$ cat src/rtl/rr_decode_arbiter_pkg.sv
// Shared types, sizes and the rotating first-one search for the round-robin decode arbiter.
package rr_arb_pkg;

  localparam int N_REQ = 8;
  localparam int IDX_W = 3;

  typedef enum logic {
    IDLE = 1'b0,
    BUSY = 1'b1
  } arb_state_t;

  // Index of the first set bit of vec, scanning start, start+1, ... with 3-bit wrap.
  // Callers only use the result when vec is non-zero.
  function automatic logic [IDX_W-1:0] rr_first(input logic [N_REQ-1:0] vec,
                                                input logic [IDX_W-1:0] start);
    logic [IDX_W-1:0] idx;
    logic             found;
    rr_first = start;
    found    = 1'b0;
    for (int i = 0; i < N_REQ; i++) begin
      idx = start + IDX_W'(i);
      if (!found && vec[idx]) begin
        rr_first = idx;
        found    = 1'b1;
      end
    end
  endfunction

endpackage

$ cat src/rtl/rr_decode_arbiter_decoder.sv
// 3:8 shift decoder producing the one-hot grant pattern for the arbiter.
module rr_decode_arbiter_decoder
  import rr_arb_pkg::*;
(
  input  logic             EN,
  input  logic [IDX_W-1:0] s,
  output logic [N_REQ-1:0] q
);

  assign q = EN ? (N_REQ'(1) << s) : '0;

endmodule

$ cat src/rtl/rr_decode_arbiter.sv
// Round-robin arbiter over 8 requesters with a registered one-hot grant.
// Optional owner hold timeout is compiled in with `define RR_HOLD_TIMEOUT_EN.
module rr_decode_arbiter
  import rr_arb_pkg::*;
#(
  parameter int MAX_HOLD = 15
) (
  input  logic             clk,
  input  logic             rst_n,
  input  logic             EN,
  input  logic [N_REQ-1:0] req,
  output logic [N_REQ-1:0] grant,
  output logic [IDX_W-1:0] gnt_idx,
  output logic             gnt_valid
);

  if (MAX_HOLD < 1 || MAX_HOLD > 255) begin : g_max_hold_range
    $error("rr_decode_arbiter: MAX_HOLD must be within 1..255");
  end

  arb_state_t       state_q, next_state;
  logic [IDX_W-1:0] ptr_q, next_ptr;
  logic [IDX_W-1:0] gnt_idx_q, next_idx;
  logic [N_REQ-1:0] grant_q, dec_q;
  logic             next_valid;
  logic [N_REQ-1:0] others;
  logic             hold_timeout;
  logic             owner_release;

  assign others        = req & ~(N_REQ'(1) << gnt_idx_q);
  assign owner_release = (state_q == BUSY) && (!req[gnt_idx_q] || hold_timeout);

`ifdef RR_HOLD_TIMEOUT_EN
  localparam int HOLD_W = $clog2(MAX_HOLD + 1);
  localparam logic [HOLD_W-1:0] HOLD_MAX = HOLD_W'(MAX_HOLD);

  logic [HOLD_W-1:0] hold_cnt_q;

  assign hold_timeout = (hold_cnt_q == HOLD_MAX) && (|others);

  // Counts consecutive held cycles of the current owner; any new grant or idle restarts it.
  always_ff @(posedge clk or negedge rst_n) begin
    if (!rst_n) begin
      hold_cnt_q <= '0;
    end else if (!next_valid || state_q == IDLE || owner_release) begin
      hold_cnt_q <= '0;
    end else if (hold_cnt_q != HOLD_MAX) begin
      hold_cnt_q <= hold_cnt_q + HOLD_W'(1);
    end
  end
`else
  assign hold_timeout = 1'b0;
`endif

  always_comb begin
    next_state = state_q;
    next_ptr   = ptr_q;
    next_idx   = gnt_idx_q;
    next_valid = 1'b0;
    if (!EN) begin
      next_state = IDLE;
    end else if (state_q == IDLE) begin
      if (|req) begin
        next_idx   = rr_first(req, ptr_q);
        next_valid = 1'b1;
        next_state = BUSY;
      end
    end else if (owner_release) begin
      // Hand off on the same edge, scanning just past the departing owner.
      next_ptr = gnt_idx_q + IDX_W'(1);
      if (|others) begin
        next_idx   = rr_first(others, gnt_idx_q + IDX_W'(1));
        next_valid = 1'b1;
      end else begin
        next_state = IDLE;
      end
    end else begin
      next_valid = 1'b1;
    end
  end

  rr_decode_arbiter_decoder u_grant_dec (
    .EN (next_valid),
    .s  (next_idx),
    .q  (dec_q)
  );

  always_ff @(posedge clk or negedge rst_n) begin
    if (!rst_n) begin
      state_q   <= IDLE;
      ptr_q     <= '0;
      gnt_idx_q <= '0;
      grant_q   <= '0;
    end else begin
      state_q   <= next_state;
      ptr_q     <= next_ptr;
      gnt_idx_q <= next_idx;
      grant_q   <= dec_q;
    end
  end

  assign grant     = grant_q;
  assign gnt_idx   = gnt_idx_q;
  assign gnt_valid = |grant_q;

endmodule

$ cat config.mk
export PLATFORM = sky130hd
export DESIGN_NAME = rr_decode_arbiter
export DESIGN_NICKNAME = d
export VERILOG_FILES = /design/src/rtl/rr_decode_arbiter_pkg.sv /design/src/rtl/rr_decode_arbiter_decoder.sv /design/src/rtl/rr_decode_arbiter.sv
export SDC_FILE = /design/constraint.sdc
export NUM_CORES = 1
export LEC_CHECK = 0
export CAP_MARGIN = 20
export CORE_MARGIN = 10
export CORE_UTILIZATION = 39
export CTS_CLUSTER_DIAMETER = 150
export DETAILED_ROUTE_END_ITERATION = 10
export PLACE_DENSITY = 0.7
export SLEW_MARGIN = 40
export SYNTH_ARGS = -nofsm -noshare
export SYNTH_HDL_FRONTEND = slang
export SYNTH_SLANG_ARGS = --single-unit
$ cat constraint.sdc
create_clock -name clk -period 4.3 [get_ports clk]
set_clock_uncertainty 0.15 [all_clocks]
set_input_delay 1.075 -clock clk [delete_from_list [all_inputs] [get_ports clk]]
set_output_delay 1.075 -clock clk [all_outputs]
set_load 0.01 [all_outputs]
drive_strength.png
Scale: 4 px per um.
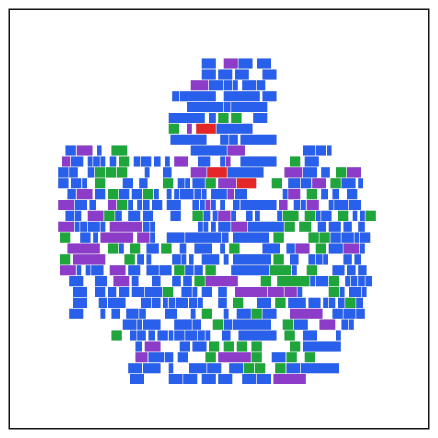
drive 1 or less -> blue  # cells 281, most used nand2_1
drive 3 to 4 -> green  # cells 70, most used buf_4
drive 2 -> purple  # cells 45, most used mux2_2
drive 6 and up -> red  # cells 3, most used clkbuf_8
area grow syn2layout: 27.2%
Non-clock buffers: 87

port_nets.png
Scale: 3 px per um.
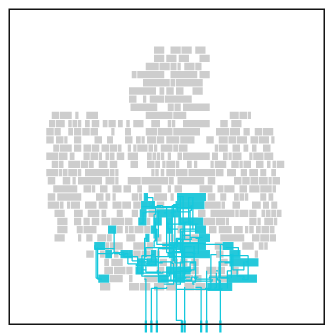
req -> cyan  # direction input, edge bottom, end cells 38, buffers 26, wire 934 um

metal_stack.png
Scale: 4 px per um. Two of the layers only.
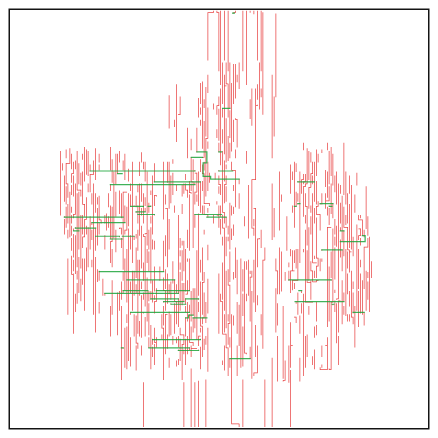
met2 -> red  # wire length 4210 um
met3 -> green  # wire length 334 um
final wirelength: 8.28 mm
drt wl/cell: 16.7 um
Vias: 2923
GR Util All Layers: 14.6%

pins.png
Scale: 4 px per um. Pins as bars across the die edge, other pins in grey.
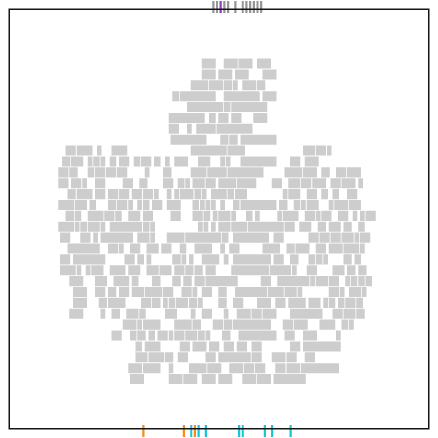
EN -> purple  # pins 1, direction input, edge top
req -> cyan  # pins 8, direction input, edge bottom
gnt_idx -> orange  # pins 3, direction output, edge bottom
all pins by edge = 12 top, 11 bottom

worst max-delay path: cells and delay by family:
family	cells	cell delay (ns)
compound gates	4	0.70
buf+inv	3	0.81
mux	2	0.70
simple gates	2	0.86
metal layers:
metal  GRT usage [%]  wire length [um]  vias to the layer above
li1                -                 -                     1409
met1            17.0              3520                     1402
met2            26.9              4210                       94
met3            1.12               333                       18
met4            5.47               214                        0
met5               0                 0                        -
stage by stage:
stage          setup TNS (ns)  instance area [sq um]
3_3_place_gp            -1.13                   3450
6_report                    0                   3540
4_1_cts                     0                   3500
3_5_place_dp            -1.68                   3450
2_1_floorplan               0                   2790
5_1_grt               -0.0620                   3540
==> changes_impl.md <==
### Physical design

* Outcome: finished, final reports clean
* Syn avg cell area at 8.44 sq um
* Synth area leader: dfrtp_1
* Number of ordinary inverters in the final layout at 18
* Ys async rst share at 100%
* CP endpoint kind: flip-flop
* Vias in the first global route at 2971
* Port bufs at 22
* Post-CTS resize count at 0
* Clk cell area share at 1.31%
* Simple-gate portion of the synthesized area at 21.2%
* Worst Min Path Start: ptr_q[0]$_DFFE_PN0P_
* Most common cell on crit path: buf_4
* CP max stage cell: or4_4
* Syn Std Cell Area at 2790 sq um
* Most frequent cell after synthesis: nand2_1
* Crit path to: grant[1]$_DFF_PN0_
* Die Wd at 105 um
* Io pins at 23
* Sequential cell area fraction in the yosys report at 13.5%
* Crit Reg-Reg Endpoint: grant[2]$_DFF_PN0_
* Top class by area: logic gates
* Final Core Density at 51.6%
* Total gr overflow at 0
* Main area contributors: dfrtp_1 (13%), mux4_2 (7.3%), mux2i_1 (6.1%), mux4_1 (5.7%), mux2_2 (4.9%)
* Final cell count without fillers at 495
* Fin crit share at 97.0%
* Remaining antenna violation count at 0
* Combinational share of cell area at 62.7%
* Reg clk slew, reported paths at 0.06 ns
* Floorplan net count at 351
* FF+latch count, synth at 15
* Layout Nets at 421
* Reg2reg setup slack at 0.45 ns
* Post-Syn Instances at 330
* Register-to-Register Path Depth at 11
* Fraction of layout cells with a size suffix above 1 at 29.6%
* Yosys synthesis chip area at 2790 sq um
* Fill cells at 661
* NonClk Buf Share at 20.1%
* CTS Hold Bufs at 0
* Initial drt markers at 191
* # clk buffers at 3
* DP Worst Slack at -0.223 ns
* Hold crit path type: flip-flop to flip-flop
* Crit Path Max Fanout at 6
* DR vias/cell at 5.91
* Crit path from: req[5]
* Crit path cell chain: clkdlybuf4s50_1, buf_4, mux2i_1, a21oi_2, mux4_2, or4_4, buf_4, o32a_1, o41ai_1, a211oi_2, nor4_2
* Multi-In Gates at 275
* Commonest cells post-synth: nand2_1 (28), nor2_1 (25), a21oi_1 (22)
* Maximum level of the CTS H-tree at 1
* Area fraction in mux cells at 24.8%
* Max reg flops at 8
* Total core area at 6870 sq um
* Yosys cell count at 330
* CTS Buf Count at 3
* Arrival time at the worst endpoint at 4.16 ns
* Worst hold margin at 0.487 ns
* Die Size at 10900 sq um
* Num tapcells at 96
* Distinct lib cells at 77
* Max_slew headroom at 55.4%
* First-pass GRT wire length at 13.8 mm
* Post-CTS setup buffers at 0
* DRC at 0
* Seq cells at 15
* R2r startpoint: gnt_idx[0]$_DFF_PN0_
* Compound Share, Synth at 25.0%
* Detailed Place HPWL at 6.58 mm
* Slew Limit Fails at 0
* Clock sink count at 15
* Dominant Register Cell: dfrtp_1
* Number of synthesis warnings at 0
* Total of max-cap violations at 0
* Max clock buf depth at 2
